**src/rtl/cpu_pkg.sv**
```systemverilog
// Shared CPU definitions: register-file geometry and the register-scan FSM state type.
`timescale 1ns/1ps
package cpu_pkg;
  localparam int REG_ADDR_W = 5;
  localparam int REG_DATA_W = 32;
  localparam int NUM_REGS   = 32;

  typedef enum logic [1:0] {
    IDLE  = 2'd0,
    ISSUE = 2'd1,
    SEND  = 2'd2,
    DONE  = 2'd3
  } scan_state_t;
endpackage

```
**src/rtl/reg_idx_counter.sv**
```systemverilog
// Register index walker for reg_scan_reader: loads a first/last pair, increments with
// wrap at NUM_REGS-1 -> 0, and flags when the current index is the last one.
`timescale 1ns/1ps
module reg_idx_counter
  import cpu_pkg::*;
#(
  parameter int ADDR_W   = REG_ADDR_W,
  parameter int NUM_REGS = cpu_pkg::NUM_REGS
) (
  input  logic              clk,
  input  logic              rst_n,
  input  logic              load,
  input  logic [ADDR_W-1:0] first_idx,
  input  logic [ADDR_W-1:0] last_idx,
  input  logic              inc,
  output logic [ADDR_W-1:0] idx,
  output logic [ADDR_W-1:0] next_idx,
  output logic              is_last
);
  logic [ADDR_W-1:0] last_q;

  // Wrap explicitly so NUM_REGS need not be a power of two.
  assign next_idx = (idx == ADDR_W'(NUM_REGS - 1)) ? '0 : idx + ADDR_W'(1);
  assign is_last  = (idx == last_q);

  // NOTE: sequential state uses non-blocking assignments so every register samples
  // pre-edge values regardless of statement order.
  always_ff @(posedge clk or negedge rst_n) begin
    if (!rst_n) begin
      idx    <= '0;
      last_q <= '0;
    end else if (load) begin
      idx    <= first_idx;
      last_q <= last_idx;
    end else if (inc) begin
      idx    <= next_idx;
    end
  end
endmodule

```
**src/rtl/reg_scan_reader.sv**
```systemverilog
// Debug read master: walks a register-index range and streams {index, data} words.
// Optional build macro REG_SCAN_CHECKSUM_EN adds an XOR checksum of accepted words.
`timescale 1ns/1ps
module reg_scan_reader
  import cpu_pkg::*;
#(
  parameter int ADDR_W   = REG_ADDR_W,
  parameter int DATA_W   = REG_DATA_W,
  parameter int NUM_REGS = cpu_pkg::NUM_REGS
) (
  input  logic              clk,
  input  logic              rst_n,
  input  logic              start,
  input  logic              abort,
  input  logic [ADDR_W-1:0] first_idx,
  input  logic [ADDR_W-1:0] last_idx,
  output logic              busy,
  output logic [ADDR_W-1:0] rd_addr,
  input  logic [DATA_W-1:0] rd_data,
  output logic              out_valid,
  input  logic              out_ready,
  output logic [ADDR_W-1:0] out_idx,
  output logic [DATA_W-1:0] out_data,
  output logic              out_last,
  output logic              done
`ifdef REG_SCAN_CHECKSUM_EN
  , output logic [DATA_W-1:0] checksum
`endif
);
  scan_state_t       state;
  logic [ADDR_W-1:0] idx;
  logic [ADDR_W-1:0] next_idx;
  logic              is_last;
  logic              cnt_load;
  logic              cnt_inc;
  logic              accept;

  // Abort wins over a same-cycle handshake, so an aborted word is never counted as accepted.
  assign accept   = (state == SEND) && out_valid && out_ready && !abort;
  assign cnt_load = (state == IDLE) && start;
  assign cnt_inc  = accept && !out_last;
  assign busy     = (state != IDLE);

  reg_idx_counter #(
    .ADDR_W   (ADDR_W),
    .NUM_REGS (NUM_REGS)
  ) u_idx (
    .clk       (clk),
    .rst_n     (rst_n),
    .load      (cnt_load),
    .first_idx (first_idx),
    .last_idx  (last_idx),
    .inc       (cnt_inc),
    .idx       (idx),
    .next_idx  (next_idx),
    .is_last   (is_last)
  );

  always_ff @(posedge clk or negedge rst_n) begin
    if (!rst_n) begin
      state     <= IDLE;
      rd_addr   <= '0;
      out_valid <= 1'b0;
      out_idx   <= '0;
      out_data  <= '0;
      out_last  <= 1'b0;
      done      <= 1'b0;
    end else if (abort && state != IDLE) begin
      state     <= IDLE;
      out_valid <= 1'b0;
      done      <= 1'b0;
    end else begin
      case (state)
        IDLE: begin
          done <= 1'b0;
          if (start) begin
            rd_addr <= first_idx;
            state   <= ISSUE;
          end
        end
        ISSUE: begin
          out_data  <= rd_data;
          out_idx   <= idx;
          out_last  <= is_last;
          out_valid <= 1'b1;
          state     <= SEND;
        end
        SEND: begin
          if (accept) begin
            out_valid <= 1'b0;
            if (out_last) begin
              done  <= 1'b1;
              state <= DONE;
            end else begin
              rd_addr <= next_idx;
              state   <= ISSUE;
            end
          end
        end
        DONE: begin
          done  <= 1'b0;
          state <= IDLE;
        end
        default: state <= IDLE;
      endcase
    end
  end

`ifdef REG_SCAN_CHECKSUM_EN
  // Cleared on an accepted start; otherwise folds in each accepted word.
  always_ff @(posedge clk or negedge rst_n) begin
    if (!rst_n)        checksum <= '0;
    else if (cnt_load) checksum <= '0;
    else if (accept)   checksum <= checksum ^ out_data;
  end
`endif
endmodule

```
**config.mk**
```make
export PLATFORM = sky130hd
export DESIGN_NAME = reg_scan_reader
export DESIGN_NICKNAME = d
export VERILOG_FILES = /design/src/rtl/cpu_pkg.sv /design/src/rtl/reg_idx_counter.sv /design/src/rtl/reg_scan_reader.sv
export SDC_FILE = /design/constraint.sdc
export NUM_CORES = 1
export LEC_CHECK = 0
export CORE_MARGIN = 4
export CORE_UTILIZATION = 42
export CTS_CLUSTER_DIAMETER = 30
export DETAILED_ROUTE_END_ITERATION = 8
export GPL_ROUTABILITY_DRIVEN = 0
export MAX_ROUTING_LAYER = met4
export PLACE_DENSITY = 0.76
export SLEW_MARGIN = 10
export SYNTH_ARGS = -nofsm -noshare
export SYNTH_HDL_FRONTEND = slang
export SYNTH_SLANG_ARGS = --single-unit
```
**constraint.sdc**
```tcl
create_clock -name clk -period 5.44 [get_ports clk]
set_input_delay 0.544 -clock clk [delete_from_list [all_inputs] [get_ports clk]]
set_output_delay 0.544 -clock clk [all_outputs]
set_load 0.01 [all_outputs]
```
==> images/m1.png <==
Scale bar: 20 um. Supply wires on this layer in grey.
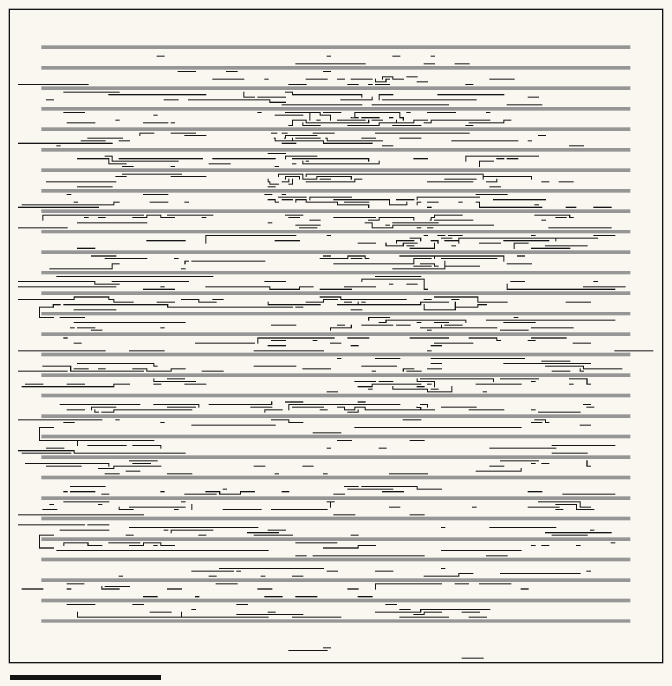
longest straight run: 28.1 um
nets with wire on the layer: 279

==> images/m2.png <==
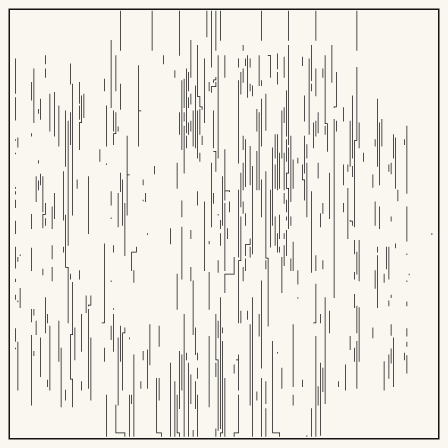
share of all routed wire: 46%
wire length on this layer: 2510 um
longest straight run: 36.0 um
nets with wire on the layer: 303
main direction: vertical

==> images/m3.png <==
Scale bar: 20 um. Cells faint in the background.
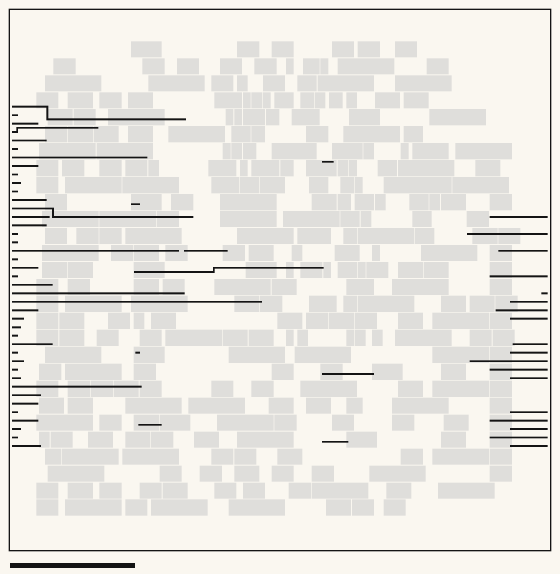
share of all routed wire: 8.7%
nets with wire on the layer: 60

==> out/qor.txt <==
WP data required - 4.90 ns
critical path's most frequent cell - inv_1
CTS Root Cell - clkbuf_8
Slowest Stage Delay on Critical Path - 0.55 ns
grt total ovfl - 0
FMAX - 419 MHz
area grow syn2layout - 44.9%
CP Max Fanout - 5
Seq share, synth - 55.0%
Die H - 86.5 um
Final TNS setup - 0 ns
H-tree depth - 3
status - completed
row count - 28
clock buffer depth - 2
final instance area - 3750 sq um
Setup-failing EPs final - 0
Registers, synthesis - 57
pin count of the biggest net entering global routing - 58
overall routed net length - 5.51 mm
clock share of power - 17.0%
Flop area - 1430 sq um
wire per inst - 15.1 um
Fin. Hold Viols - 0
Post-CTS Setup Inserts - 0
core footprint - 5960 sq um
startpoint types - flip-flop
Setup CP Type - reg2out
clk latency late pin - 0.33 ns
-- routing by layer --
layer  vias to the layer above  track usage (%)  routed length [um]
met1                       854             20.3                2410
met2                        67             25.0                2510
met3                        10             6.08                 479
met4                         0             7.93                 101
met5                         -                -                   0
li1                        856                -                   -
-- flip-flops by register name, summed over array words and instances, names as in the netlist --
signal,flops
done,1
out_data,32
out_idx,5
out_last,1
out_valid,1
rd_addr,5
state,2
u_idx.idx,5
u_idx.last_q,5
-- layout by cell type, fill, tap and decap left out, drive strengths merged --
cell type      instances
a221oi                 1
clkinvlp               1
xor2                   3
o22a                   1
nand3                  3
a21oi                  8
a211oi                 1
clkdlybuf4s50         91
xnor2                  4
nor3                   1
nand3b                 1
nor2b                  1
a41oi                  1
o22ai                  1
nand2                  5
clkinv                 4
o41ai                  1
o21bai                 1
ha                     6
buf                    2
dfrtp                 57
inv                    4
a2bb2oi                2
mux2                  51
and2                   1
and3                   1
nor2                  11
bufinv                 1
mux2i                  6
nand2b                 5
o21ai                  2
nor4                   1
clkbuf                10
-- power groups by stage --
stage	sequential [mW]	combinational, mW	clock, mW
final	0.790	1.10	0.387
after global routing	0.826	1.20	0.423
after detailed placement	0.799	1.12	0
after CTS	0.793	1.12	0.400
after global placement	0.790	1.10	0
after floorplan	0.855	0.566	0
-- Yosys cell counts (all sizes together) --
cell / n
dfrtp: 57
mux2: 51
nor2: 11
a21oi: 8
buf: 6
ha: 6
mux2i: 6
nand2: 5
nand2b: 5
inv: 4
xnor2: 4
nand3: 3
xor2: 3
a2bb2oi: 2
o21ai: 2
a211oi: 1
a221oi: 1
a41oi: 1
and2: 1
and3: 1
clkbuf: 1
nand3b: 1
nor2b: 1
nor3: 1
nor4: 1
o21bai: 1
o22a: 1
o22ai: 1
o41ai: 1
-- final cells by class --
cell class | count | share of cell area (%)
flip-flops and latches | 57 | 38.0
inverters | 4 | 0.400
multi-input cells | 119 | 29.3
well taps | 75 | 2.50
clock buffers | 10 | 3.67
repair buffers | 93 | 24.6
clock inverters | 6 | 1.53
-- cells by family (layout without fill, tap and decap cells) --
group	Yosys count	count (layout)	share of synthesized area (%)
AND-OR/OR-AND	19	19	5.65
XOR/XNOR	7	7	2.37
adder cells (fa/ha/maj)	6	6	2.90
buffers and inverters	11	113	2.46
flip-flops	57	57	55.0
multiplexers	57	57	24.5
AND/OR/NAND/NOR	30	30	7.10
-- final timing paths --
kind	from	to	slack, ns
hold reg to reg	out_data[21]$_DFFE_PN0P_	out_data[21]$_DFFE_PN0P_	0.50
setup reg to reg	state[0]$_DFFE_PN0P_	out_data[13]$_DFFE_PN0P_	3.17
hold / removal	rst_n	out_data[3]$_DFFE_PN0P_	0.35
max in group asynchronous	rst_n	u_idx.last_q[2]$_DFFE_PN0P_	4.61
setup / recovery	state[0]$_DFFE_PN0P_	busy	3.05
min in group clk	out_data[21]$_DFFE_PN0P_	out_data[21]$_DFFE_PN0P_	0.50
Power is estimated from default activity; no workload was simulated.
